$ cat config.mk
export PLATFORM = sky130hd
export DESIGN_NAME = store_buffer_flat
export DESIGN_NICKNAME = d
export VERILOG_FILES = /design/src/rtl/store_buffer_if.sv /design/src/rtl/store_buffer.sv /design/src/flat_wrapper.sv
export SDC_FILE = /design/constraint.sdc
export NUM_CORES = 1
export LEC_CHECK = 0
export ABC_AREA = 1
export CAP_MARGIN = 20
export CORE_AREA = 2 2 184 150
export DETAILED_ROUTE_END_ITERATION = 8
export DIE_AREA = 0 0 186 152
export PLACE_DENSITY = 0.81
export SETUP_SLACK_MARGIN = 0.1
export SLEW_MARGIN = 10
export SYNTH_ARGS = -nofsm -noshare
export SYNTH_HDL_FRONTEND = slang
export SYNTH_SLANG_ARGS = --single-unit
export TNS_END_PERCENT = 30
$ cat constraint.sdc
create_clock -name clk -period 11.9 [get_ports clk]
set_clock_uncertainty 0.2 [all_clocks]
set_input_delay 1.19 -clock clk [delete_from_list [all_inputs] [get_ports clk]]
set_output_delay 1.19 -clock clk [all_outputs]
set_load 0.1 [all_outputs]
$ cat src/rtl/store_buffer_if.sv
// Store-buffer bus bundle: writeback enqueue, D-cache drain and load probe.
// master = pipeline/memory side, slave = store buffer.
interface store_buffer_if #(
   parameter int ADDR_WIDTH = 32,
   parameter int DATA_WIDTH = 32
);
   logic                  st_valid;
   logic [ADDR_WIDTH-1:0] st_addr;
   logic [DATA_WIDTH-1:0] st_data;
   logic                  st_ready;
   logic                  mem_valid;
   logic [ADDR_WIDTH-1:0] mem_addr;
   logic [DATA_WIDTH-1:0] mem_data;
   logic                  mem_ready;
   logic [ADDR_WIDTH-1:0] ld_addr;
   logic                  ld_hit;
   logic [DATA_WIDTH-1:0] ld_data;
   logic                  empty;

   modport master (
      output st_valid, st_addr, st_data, mem_ready, ld_addr,
      input  st_ready, mem_valid, mem_addr, mem_data, ld_hit, ld_data, empty
   );

   modport slave (
      input  st_valid, st_addr, st_data, mem_ready, ld_addr,
      output st_ready, mem_valid, mem_addr, mem_data, ld_hit, ld_data, empty
   );
endinterface

$ cat src/rtl/store_buffer.sv
// In-order store buffer between writeback and D-cache; head visible 1 cycle after enqueue, no bypass.
// st_ready drops only on count==DEPTH (no ready->ready path); STORE_BUFFER_FWD_EN builds the youngest-match forward mux.
module store_buffer #(
   parameter int DEPTH      = 4,
   parameter int ADDR_WIDTH = 32,
   parameter int DATA_WIDTH = 32
) (
   input  logic          clk,
   input  logic          reset,
   store_buffer_if.slave bus
);
   localparam int             PW       = $clog2(DEPTH);
   localparam logic [PW:0]    FULL_CNT = (PW+1)'(DEPTH);

   logic [ADDR_WIDTH-1:0] r_addr [DEPTH];
   logic [DATA_WIDTH-1:0] r_data [DEPTH];
   logic [DEPTH-1:0]      r_valid;
   logic [PW-1:0]         r_head;
   logic [PW-1:0]         r_tail;
   logic [PW:0]           r_count;

   logic                  w_enq;
   logic                  w_deq;
   logic [DEPTH-1:0]      w_match;

   assign bus.st_ready  = (r_count != FULL_CNT);
   assign bus.empty     = (r_count == '0);
   assign bus.mem_valid = r_valid[r_head];
   assign bus.mem_addr  = r_addr[r_head];
   assign bus.mem_data  = r_data[r_head];

   assign w_enq = bus.st_valid & bus.st_ready;
   assign w_deq = bus.mem_valid & bus.mem_ready;

   always_ff @(posedge clk or posedge reset) begin
      if (reset) begin
         r_head  <= '0;
         r_tail  <= '0;
         r_count <= '0;
         r_valid <= '0;
         for (int i = 0; i < DEPTH; i++) begin
            r_addr[i] <= '0;
            r_data[i] <= '0;
         end
      end else begin
         if (w_enq) begin
            r_addr[r_tail]  <= bus.st_addr;
            r_data[r_tail]  <= bus.st_data;
            r_valid[r_tail] <= 1'b1;
            r_tail          <= r_tail + PW'(1);
         end
         if (w_deq) begin
            r_valid[r_head] <= 1'b0;
            r_head          <= r_head + PW'(1);
         end
         case ({w_enq, w_deq})
            2'b10:   r_count <= r_count + (PW+1)'(1);
            2'b01:   r_count <= r_count - (PW+1)'(1);
            default: r_count <= r_count;
         endcase
      end
   end

   // Probe sees registered state only: same-cycle enqueue invisible, same-cycle drain still visible.
   always_comb begin
      w_match = '0;
      for (int i = 0; i < DEPTH; i++) begin
         w_match[i] = r_valid[i] & (r_addr[i] == bus.ld_addr);
      end
   end

   assign bus.ld_hit = |w_match;

`ifdef STORE_BUFFER_FWD_EN
   logic [DATA_WIDTH-1:0] w_fwd_data;
   logic [PW-1:0]         w_idx;

   // Valid entries are contiguous from head, so the last match walking oldest->youngest wins.
   always_comb begin
      w_fwd_data = '0;
      w_idx      = '0;
      for (int k = 0; k < DEPTH; k++) begin
         w_idx = r_head + PW'(k);
         if (w_match[w_idx]) begin
            w_fwd_data = r_data[w_idx];
         end
      end
   end

   assign bus.ld_data = w_fwd_data;
`else
   assign bus.ld_data = '0;
`endif

endmodule
$ cat src/flat_wrapper.sv
// flat-port wrapper written by rule: the top's interface ports become plain ports
module store_buffer_flat 
#(
   parameter int DEPTH      = 4,
   parameter int ADDR_WIDTH = 32,
   parameter int DATA_WIDTH = 32
)
  (clk, reset, bus_st_valid, bus_st_addr, bus_st_data, bus_mem_ready, bus_ld_addr, bus_st_ready, bus_mem_valid, bus_mem_addr, bus_mem_data, bus_ld_hit, bus_ld_data, bus_empty);
  store_buffer_if #(.ADDR_WIDTH(ADDR_WIDTH), .DATA_WIDTH(DATA_WIDTH)) bus_i ();
  input  logic clk;
  input  logic reset;
  input wire logic [$bits(bus_i.st_valid)-1:0] bus_st_valid;
  input wire logic [$bits(bus_i.st_addr)-1:0] bus_st_addr;
  input wire logic [$bits(bus_i.st_data)-1:0] bus_st_data;
  input wire logic [$bits(bus_i.mem_ready)-1:0] bus_mem_ready;
  input wire logic [$bits(bus_i.ld_addr)-1:0] bus_ld_addr;
  output wire logic [$bits(bus_i.st_ready)-1:0] bus_st_ready;
  output wire logic [$bits(bus_i.mem_valid)-1:0] bus_mem_valid;
  output wire logic [$bits(bus_i.mem_addr)-1:0] bus_mem_addr;
  output wire logic [$bits(bus_i.mem_data)-1:0] bus_mem_data;
  output wire logic [$bits(bus_i.ld_hit)-1:0] bus_ld_hit;
  output wire logic [$bits(bus_i.ld_data)-1:0] bus_ld_data;
  output wire logic [$bits(bus_i.empty)-1:0] bus_empty;
  assign bus_i.st_valid = bus_st_valid;
  assign bus_i.st_addr = bus_st_addr;
  assign bus_i.st_data = bus_st_data;
  assign bus_i.mem_ready = bus_mem_ready;
  assign bus_i.ld_addr = bus_ld_addr;
  assign bus_st_ready = bus_i.st_ready;
  assign bus_mem_valid = bus_i.mem_valid;
  assign bus_mem_addr = bus_i.mem_addr;
  assign bus_mem_data = bus_i.mem_data;
  assign bus_ld_hit = bus_i.ld_hit;
  assign bus_ld_data = bus_i.ld_data;
  assign bus_empty = bus_i.empty;
  store_buffer #(.DEPTH(DEPTH), .ADDR_WIDTH(ADDR_WIDTH), .DATA_WIDTH(DATA_WIDTH)) u_core (.clk(clk), .reset(reset), .bus(bus_i));
endmodule
==> impl_metrics.yaml, run 1 <==
# physical design summary
yosys:
  async_flop_share: 1.00
  synth_cells: 1809
  fa_ha_area_frac: 0.00904
  ff_type: "dfrtp_1"
  area_leaders: "dfrtp_1 (46%), nand2_1 (12%), o21ai_2 (8.5%)"
  synth.largest_area_cell: "dfrtp_1"
  topCombFamilyByArea: "AND-OR/OR-AND gates"
  synth.top_cell.area_share: 0.456
  yosys_area_um2: 14700
cts:
  post_cts_buffers: 0
  cts-htree-levels: 1
  ctsResizeCount: 0
  cts_made_buffers: 28
  ctsHoldBuffers: 0
  path_clk_slew_ns: 0.06
  cts-root-buf: "clkbuf_16"
setup_path:
  crit_start: "u_core.r_head[0]$_DFFE_PP0N_"
  critPathKind: "register to primary output"
  cp.depth: 5
  critical_path_buf_inv_count: 3
  cp_common_cell: "a21oi_1"
  cp.arrival_ns: 4.47
  crit_chain: "inv_4 -> buf_4 -> a21oi_1 -> a21oi_1 -> clkdlybuf4s50_1"
placed_design:
  dp.cells: 2248
  numPortBuffers: 167
final_timing:
  setup_viol: 0
  worst_slack_ns: 6.04
  slew_headroom: 0.285
  holdWs_ns: 0.274
  timing.final.crit_period_ns: 5.86
min_path:
  whs_path_depth: 2
detailed_routing:
  met2_length_mm: 18.8
  drtAntennaViolNets: 0
  firstDrtPassIters: 6
  vias: 12598
final_layout:
  fin_area_um2: 17000
  n_all_buffers: 179
  logic_area_um2: 6440
  syn_to_final_growth_pct: 15.6
  clock_area_frac: 0.0546
  logic_gate_count: 1274
  largest_cell_class: "registers"
floorplan:
  fp.dieW_um: 186
  fp-utilization: 0.550
  die_h_um: 152
  die_area_um2: 28300
  core-area_um2: 26700
  rows: 54
run_status:
  status: "finished clean"
global_routing:
  use_met1: 0.394
  grt-busiest-layer: "met2"
  met3_usage: 0.0544
  grt_max_degree: 118
  overflow: 0
flow_run:
  tool_warnings: 35
Run 1, metal 3:
Bar = 50 um.
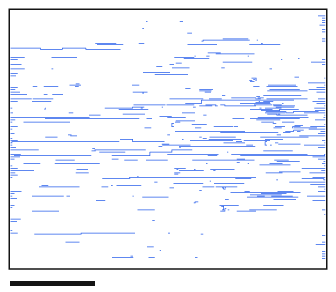
main direction: horizontal
nets with wire on the layer: 269
longest straight run: 74.5 um

Run 1, placed standard cells:
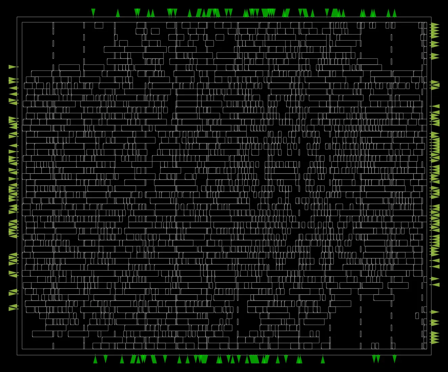
final core utilization: 0.635
tap cells: 364
Seq cells: 267
fill count: 2324
fin cells: 2298

Run 1, clock distribution:
Bar = 50 um.
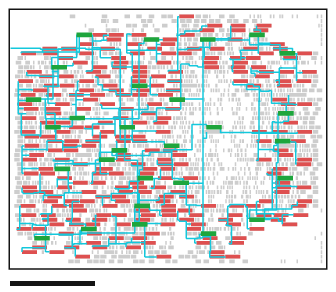
[clock wires] cyan | length: 3300 um
[flip-flops] red | count: 267
[clock drivers] green | count: 28
flops lie: widely spread

Run 1, signal wires by layer:
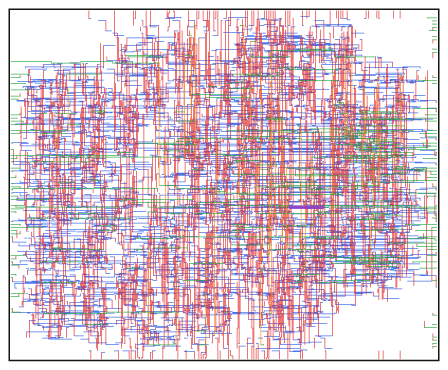

--- run 2 (diff from run 1) ---
--- a/config.mk
+++ b/config.mk
@@ -7,10 +7,10 @@
 export LEC_CHECK = 0
 export ABC_AREA = 1
 export CAP_MARGIN = 20
-export CORE_AREA = 2 2 184 150
+export CORE_AREA = 2 2 195 159
 export DETAILED_ROUTE_END_ITERATION = 8
-export DIE_AREA = 0 0 186 152
-export PLACE_DENSITY = 0.81
+export DIE_AREA = 0 0 197 161
+export PLACE_DENSITY = 0.76
 export SETUP_SLACK_MARGIN = 0.1
 export SLEW_MARGIN = 10
 export SYNTH_ARGS = -nofsm -noshare
==> constraint.sdc (replaced) <==
create_clock -name clk -period 4.8 [get_ports clk]
set_clock_uncertainty 0.2 [all_clocks]
set_input_delay 0.48 -clock clk [delete_from_list [all_inputs] [get_ports clk]]
set_output_delay 0.48 -clock clk [all_outputs]
set_load 0.1 [all_outputs]
Run 2, signal wires by layer:
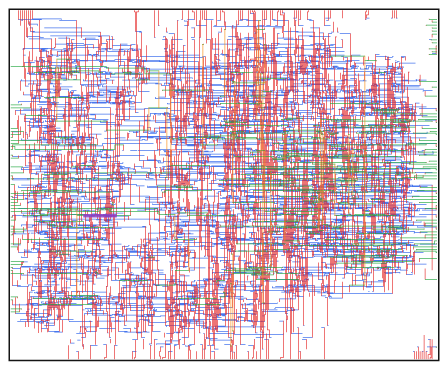
| layer | color | wire length |
|---|---|---|
| metal 1 | blue | 17300 um |
| metal 2 | red | 18400 um |
| metal 5 | purple | 13.8 um |
| metal 4 | orange | 1050 um |
| metal 3 | green | 4020 um |

==> run 2 against run 1 <==
Against the previous run:
- final area fell by 0.31%
- via count fell by 0.33%
- core utilization fell by 6.8 points
- register-to-register slack got worse by 7.1 ns
- worst setup slack got worse by 4.9 ns
- die size rose by 12%
- area after synthesis did not move
- critical path type unchanged
==> impl_metrics.yaml, run 2 <==
# physical design summary
run_status:
  status: "finished clean"
final_layout:
  clock_area_frac: 0.0557
  final_cells: 2325
  n_all_buffers: 184
  flop-count: 267
  post-route-util: 0.567
  largest_cell_class: "registers"
  fin_area_um2: 16900
  fillCellCount: 2767
  syn_to_final_growth_pct: 15.2
  logic_area_um2: 6440
placed_design:
  dp.cells: 2271
cts:
  cts-htree-levels: 1
  cts-root-buf: "clkbuf_16"
  post_cts_buffers: 0
  ctsResizeCount: 0
final_timing:
  timing.final.crit_period_ns: 3.65
  holdWs_ns: 0.277
  setup_viol: 0
floorplan:
  fp-utilization: 0.492
  fp.dieW_um: 197
  taps: 383
  die_h_um: 161
  rows: 57
global_routing:
  overflow: 0
  grt_max_degree: 173
  use_met1: 0.369
setup_path:
  cp.depth: 4
  cp_common_cell: "buf_4"
  critical_path_buf_inv_count: 2
  crit_chain: "buf_4 -> o21ai_0 -> o22ai_1 -> buf_4"
flow_run:
  tool_warnings: 36
yosys:
  yosys_area_um2: 14700
  synth.largest_area_cell: "dfrtp_1"
  topCombFamilyByArea: "AND-OR/OR-AND gates"
  synth.top_cell.area_share: 0.456
  synth_cells: 1809
